<file path="config.mk">
export PLATFORM = sky130hd
export DESIGN_NAME = peak_voltage_tracker
export DESIGN_NICKNAME = d
export VERILOG_FILES = /design/src/rtl/peak_voltage_tracker.sv
export SDC_FILE = /design/constraint.sdc
export NUM_CORES = 1
export LEC_CHECK = 0
export CORE_MARGIN = 3
export CORE_UTILIZATION = 49
export CTS_BUF_LIST = sky130_fd_sc_hd__clkbuf_2 sky130_fd_sc_hd__clkbuf_4 sky130_fd_sc_hd__clkbuf_8
export DETAILED_ROUTE_END_ITERATION = 10
export MAX_ROUTING_LAYER = met4
export PLACE_DENSITY = 0.84
export SYNTH_ARGS = -nofsm -noshare
export SYNTH_HDL_FRONTEND = slang
export SYNTH_SLANG_ARGS = --single-unit
</file>
<file path="constraint.sdc">
create_clock -name CLK -period 3 [get_ports CLK]
set_input_delay 0.3 -clock CLK [delete_from_list [all_inputs] [get_ports CLK]]
set_output_delay 0.3 -clock CLK [all_outputs]
set_load 0.02 [all_outputs]
</file>
<file path="src/rtl/peak_voltage_tracker.sv">
// Peak search over one servo sweep: keeps the largest ADC sample, compared on its upper bits, with the matching position.
// Define PEAK_HYST_EN to require a HYST margin above the stored peak before a new sample may replace it.
module peak_voltage_tracker #(
   parameter int WIDTH      = 12,
   parameter int IGNORE_LSB = 4,
   parameter int POS_WIDTH  = 8,
   parameter int HYST       = 1,
   parameter int CNT_WIDTH  = 10
) (
   input  logic                 CLK,
   input  logic                 RST,
   input  logic                 START,
   input  logic                 SAMPLE_VALID,
   input  logic [WIDTH-1:0]     SAMPLE,
   input  logic [POS_WIDTH-1:0] POS,
   input  logic                 SWEEP_END,
   output logic                 GT,
   output logic [WIDTH-1:0]     PEAK_VAL,
   output logic [POS_WIDTH-1:0] PEAK_POS,
   output logic [CNT_WIDTH-1:0] SAMPLE_CNT,
   output logic                 BUSY,
   output logic                 DONE
);

   localparam int FW = WIDTH - IGNORE_LSB;

   if (IGNORE_LSB < 0 || IGNORE_LSB >= WIDTH || HYST < 0) begin : g_bad_param
      $error("peak_voltage_tracker: IGNORE_LSB must be 0..WIDTH-1 and HYST non-negative");
   end

   typedef enum logic [1:0] {
      ST_IDLE  = 2'd0,
      ST_SWEEP = 2'd1,
      ST_DONE  = 2'd2
   } state_t;

   state_t                 state_q, state_d;
   logic [WIDTH-1:0]       peak_val_q, peak_val_d;
   logic [POS_WIDTH-1:0]   peak_pos_q, peak_pos_d;
   logic [CNT_WIDTH-1:0]   cnt_q, cnt_d;
   logic                   gt_q, gt_d;
   logic                   first_q, first_d;

   logic [FW-1:0]          s_field;
   logic [FW-1:0]          p_field;
   logic                   beats_peak;
   logic                   accept;

   assign s_field = SAMPLE[WIDTH-1:IGNORE_LSB];
   assign p_field = peak_val_q[WIDTH-1:IGNORE_LSB];

`ifdef PEAK_HYST_EN
   // One extra bit so a peak near full scale pushes the threshold out of reach instead of wrapping.
   localparam logic [FW:0] HYST_EXT = (FW+1)'(HYST);
   assign beats_peak = {1'b0, s_field} > ({1'b0, p_field} + HYST_EXT);
`else
   assign beats_peak = s_field > p_field;
`endif

   // START owns its cycle: a sample presented alongside it is dropped.
   assign accept = (state_q == ST_SWEEP) && SAMPLE_VALID && !START;

   always_comb begin
      state_d    = state_q;
      peak_val_d = peak_val_q;
      peak_pos_d = peak_pos_q;
      cnt_d      = cnt_q;
      gt_d       = 1'b0;
      first_d    = first_q;

      if (START) begin
         state_d    = ST_SWEEP;
         peak_val_d = '0;
         peak_pos_d = '0;
         cnt_d      = '0;
         first_d    = 1'b1;
      end else begin
         case (state_q)
            ST_IDLE: begin
               state_d = ST_IDLE;
            end
            ST_SWEEP: begin
               if (accept) begin
                  if (first_q || beats_peak) begin
                     peak_val_d = SAMPLE;
                     peak_pos_d = POS;
                     gt_d       = 1'b1;
                  end
                  first_d = 1'b0;
                  if (cnt_q != {CNT_WIDTH{1'b1}}) begin
                     cnt_d = cnt_q + 1'b1;
                  end
               end
               if (SWEEP_END) begin
                  state_d = ST_DONE;
               end
            end
            ST_DONE: begin
               state_d = ST_IDLE;
            end
            default: begin
               state_d = ST_IDLE;
            end
         endcase
      end
   end

   always_ff @(posedge CLK) begin
      if (RST) begin
         state_q    <= ST_IDLE;
         peak_val_q <= '0;
         peak_pos_q <= '0;
         cnt_q      <= '0;
         gt_q       <= 1'b0;
         first_q    <= 1'b0;
      end else begin
         state_q    <= state_d;
         peak_val_q <= peak_val_d;
         peak_pos_q <= peak_pos_d;
         cnt_q      <= cnt_d;
         gt_q       <= gt_d;
         first_q    <= first_d;
      end
   end

   assign GT         = gt_q;
   assign PEAK_VAL   = peak_val_q;
   assign PEAK_POS   = peak_pos_q;
   assign SAMPLE_CNT = cnt_q;
   assign BUSY       = (state_q == ST_SWEEP);
   assign DONE       = (state_q == ST_DONE);

endmodule

</file>
run_1/m1.png
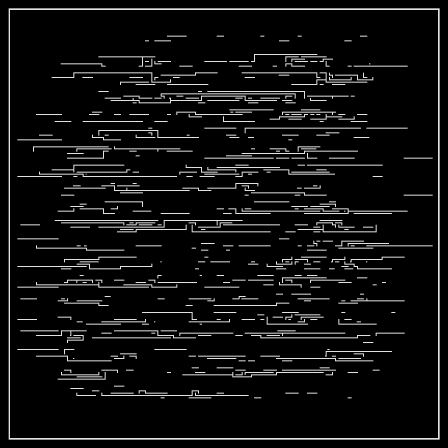
nets with wire on the layer	250
wire length on this layer	1620 um
longest straight run	19.8 um
main direction	horizontal

run_1/m2.png
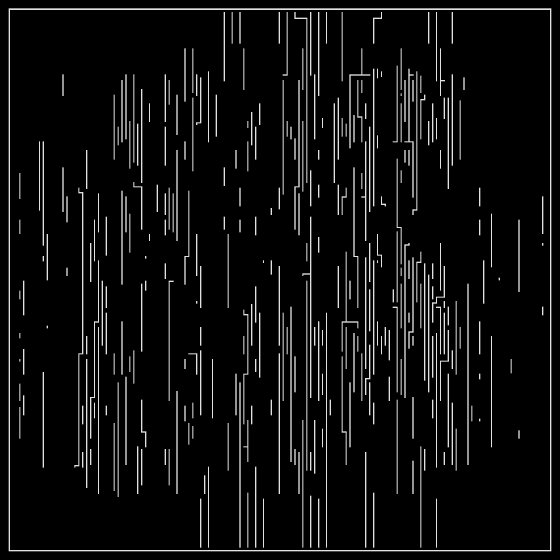
share of all routed wire	49%
wire length on this layer	1740 um
longest straight run	27.4 um

==> results_tabular.tex, run 1 <==
% Synthesis and place-and-route results
\begin{tabular}{lr}
\hline
Metric & Value \\
\hline
\multicolumn{2}{l}{\textbf{Outcome}} \\
\quad Run status & finished clean \\
\multicolumn{2}{l}{\textbf{Detailed routing}} \\
\quad Total length of routed met2 wires & 1740 um \\
\quad Pre-Repair DR Iteration Count & 4 \\
\multicolumn{2}{l}{\textbf{Clocking}} \\
\quad Maximum count of clock buffers along a single path & 2 \\
\quad CTS tree & done \\
\quad Clock transition at the registers of the reported paths & 0.10 ns \\
\multicolumn{2}{l}{\textbf{Layout}} \\
\quad \# clk buffers & 6 \\
\quad Multi-input gates & 131 \\
\quad Final-layout non-clock buffer area share & 0.262 \\
\quad Number of non-clock buffers & 61 \\
\multicolumn{2}{l}{\textbf{Timing}} \\
\quad Achievable frequency & 500 MHz \\
\quad Final hold slack & 0.464 ns \\
\quad RSZ-0062 raised after global routing & no \\
\quad Number of failing hold endpoints at the final stage & 0 \\
\quad Setup tns final & 0 ns \\
\multicolumn{2}{l}{\textbf{Pwr}} \\
\quad Leakage power & 0.000805 uW \\
\quad Clock net power & 345 uW \\
\quad Pwr Total & 902 uW \\
\multicolumn{2}{l}{\textbf{Die}} \\
\quad Area of the die & 0.00399 mm\^{}2 \\
\multicolumn{2}{l}{\textbf{Placement}} \\
\quad Final RePlAce weighted congestion & 0.763 \\
\multicolumn{2}{l}{\textbf{GRT}} \\
\quad Global-route wire length before repair & 6040 um \\
\quad Largest net degree at the start of global routing & 25 \\
\multicolumn{2}{l}{\textbf{Setup path}} \\
\quad CP arrival & 2.25 ns \\
\quad Launching element type of the critical path & input pin \\
\multicolumn{2}{l}{\textbf{Min path}} \\
\quad Worst Hold Launch & PEAK\_VAL[3] \\
\multicolumn{2}{l}{\textbf{Synthesis}} \\
\quad Parity-gate share of the synthesized area counting xor and xnor cells & 0.0437 \\
\quad Post-synthesis simple-gate area fraction & 0.231 \\
\quad Most numerous cell types in the synthesized netlist & nand2\_1 (45), dfxtp\_1 (34), mux2i\_1 (22) \\
\quad Share of cell area taken by muxes after synthesis & 0.137 \\
\hline
\end{tabular}
run_1/m3.png
Scale bar: 20 um.
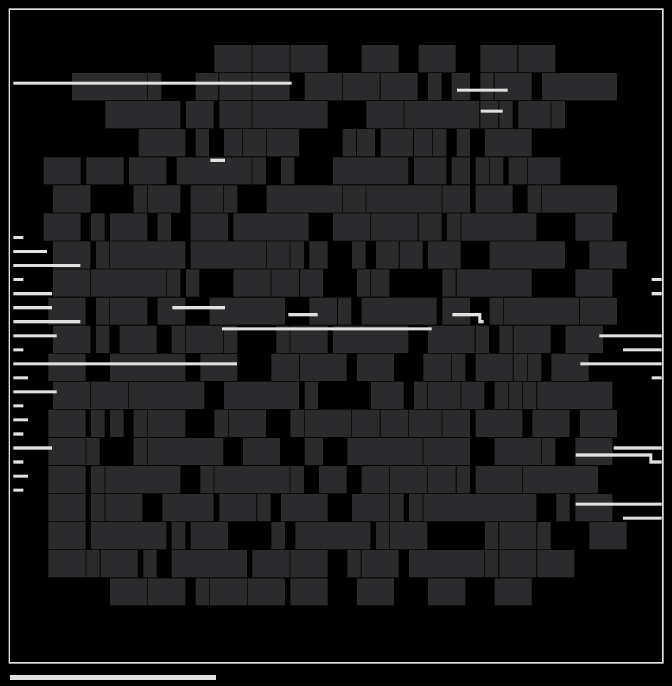
longest straight run	26.7 um
share of all routed wire	4.8%
wire length on this layer	172 um

==> run 2: changes to the inputs <==
CORE_UTILIZATION = 41   (was 49)
PLACE_DENSITY = 0.74   (was 0.84)
clock period = 1.75 ns   (was 3 ns; I/O delays follow)
run_2/m3.png
Scale bar: 20 um.
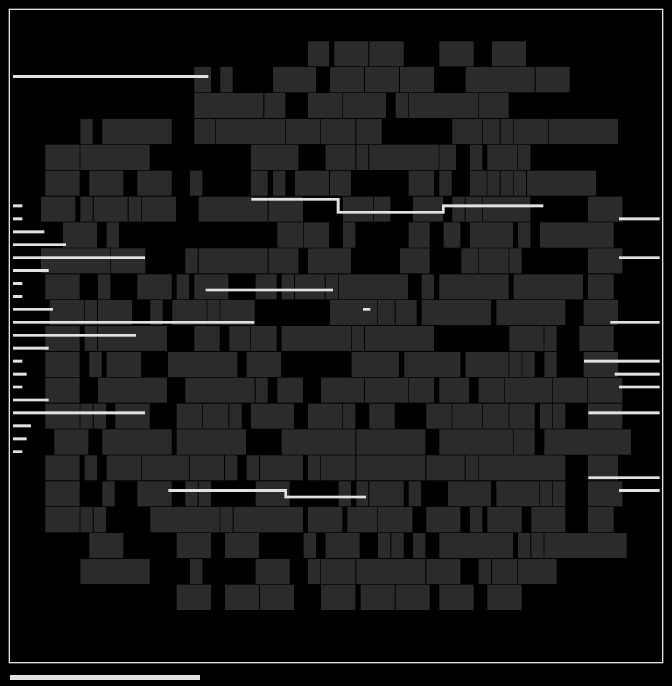
met3 track utilization from global routing: 0.0665
via count: 1427
wirelength, routed: 3600 um

run_2/ff_map.png
Scale bar: 20 um. Other sequential cells in the stronger grey, the rest of the logic in the fainter grey.
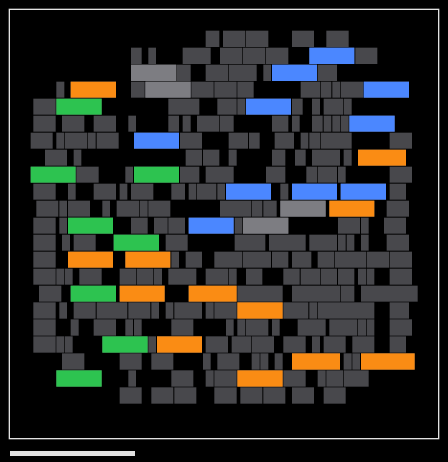
colour	netlist name	flops
green	PEAK_POS	8
orange	PEAK_VAL	12
blue	SAMPLE_CNT	10
not coloured	4
flip-flop and latch area: 688 um^2
register share of the cell area: 0.275
sequential cell power: 786 uW
final core area utilization: 0.673

==> results_tabular.tex, run 2 <==
% Synthesis and place-and-route results
\begin{tabular}{lr}
\hline
Metric & Value \\
\hline
\multicolumn{2}{l}{\textbf{Detailed routing}} \\
\quad Pre-Repair DR Iteration Count & 4 (unchanged) \\
\quad Total length of routed met2 wires & 1680 um (-3.3\%) \\
\multicolumn{2}{l}{\textbf{Pwr}} \\
\quad Clock net power & 591 uW (+71\%) \\
\quad Leakage power & 0.000910 uW (+13\%) \\
\multicolumn{2}{l}{\textbf{Placement}} \\
\quad Final RePlAce weighted congestion & 0.758 (-0.76\%) \\
\multicolumn{2}{l}{\textbf{Layout}} \\
\quad Commonest cells after routing, fill and taps aside & clkdlybuf4s50\_1 (55), nand2\_1 (44), dfxtp\_1 (30) \\
\quad Final-layout non-clock buffer area share & 0.288 (+0.0259) \\
\quad Multi-input gates & 131 (unchanged) \\
\quad \# clk buffers & 6 (unchanged) \\
\multicolumn{2}{l}{\textbf{Outcome}} \\
\quad Violated checks & setup timing \\
\quad Run status & finished with violations \\
\multicolumn{2}{l}{\textbf{Clocking}} \\
\quad Clock transition at the registers of the reported paths & 0.07 ns (-0.03 ns) \\
\quad Maximum count of clock buffers along a single path & 2 (unchanged) \\
\multicolumn{2}{l}{\textbf{Synthesis}} \\
\quad Share of cell area taken by muxes after synthesis & 0.137 (unchanged) \\
\quad Most numerous cell types in the synthesized netlist & nand2\_1 (45), dfxtp\_1 (34), mux2i\_1 (22) \\
\quad Parity-gate share of the synthesized area counting xor and xnor cells & 0.0437 (unchanged) \\
\quad Post-synthesis simple-gate area fraction & 0.231 (unchanged) \\
\multicolumn{2}{l}{\textbf{Timing}} \\
\quad Number of failing hold endpoints at the final stage & 0 (unchanged) \\
\quad Final hold slack & 0.323 ns (-0.141 ns) \\
\quad PnR worst setup slack & -0.0411 ns \\
\quad Final setup fails & 13 \\
\quad Achievable frequency & 558 MHz \\
\quad RSZ-0062 raised after global routing & yes \\
\multicolumn{2}{l}{\textbf{Setup path}} \\
\quad Launching element type of the critical path & flop \\
\multicolumn{2}{l}{\textbf{GRT}} \\
\quad Global-route wire length before repair & 6060 um (+0.23\%) \\
\quad Largest net degree at the start of global routing & 23 (-8.0\%) \\
\multicolumn{2}{l}{\textbf{Die}} \\
\quad Area of the die & 0.00470 mm\^{}2 (+18\%) \\
\multicolumn{2}{l}{\textbf{Min path}} \\
\quad Worst Hold Launch & SAMPLE[7] \\
\hline
\end{tabular}
run_2/m2.png
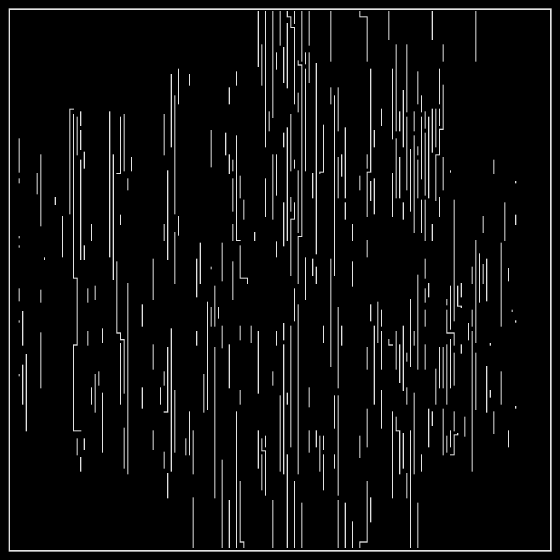
longest straight run	24.1 um
share of all routed wire	47%

Power is estimated from default activity; no workload was simulated.
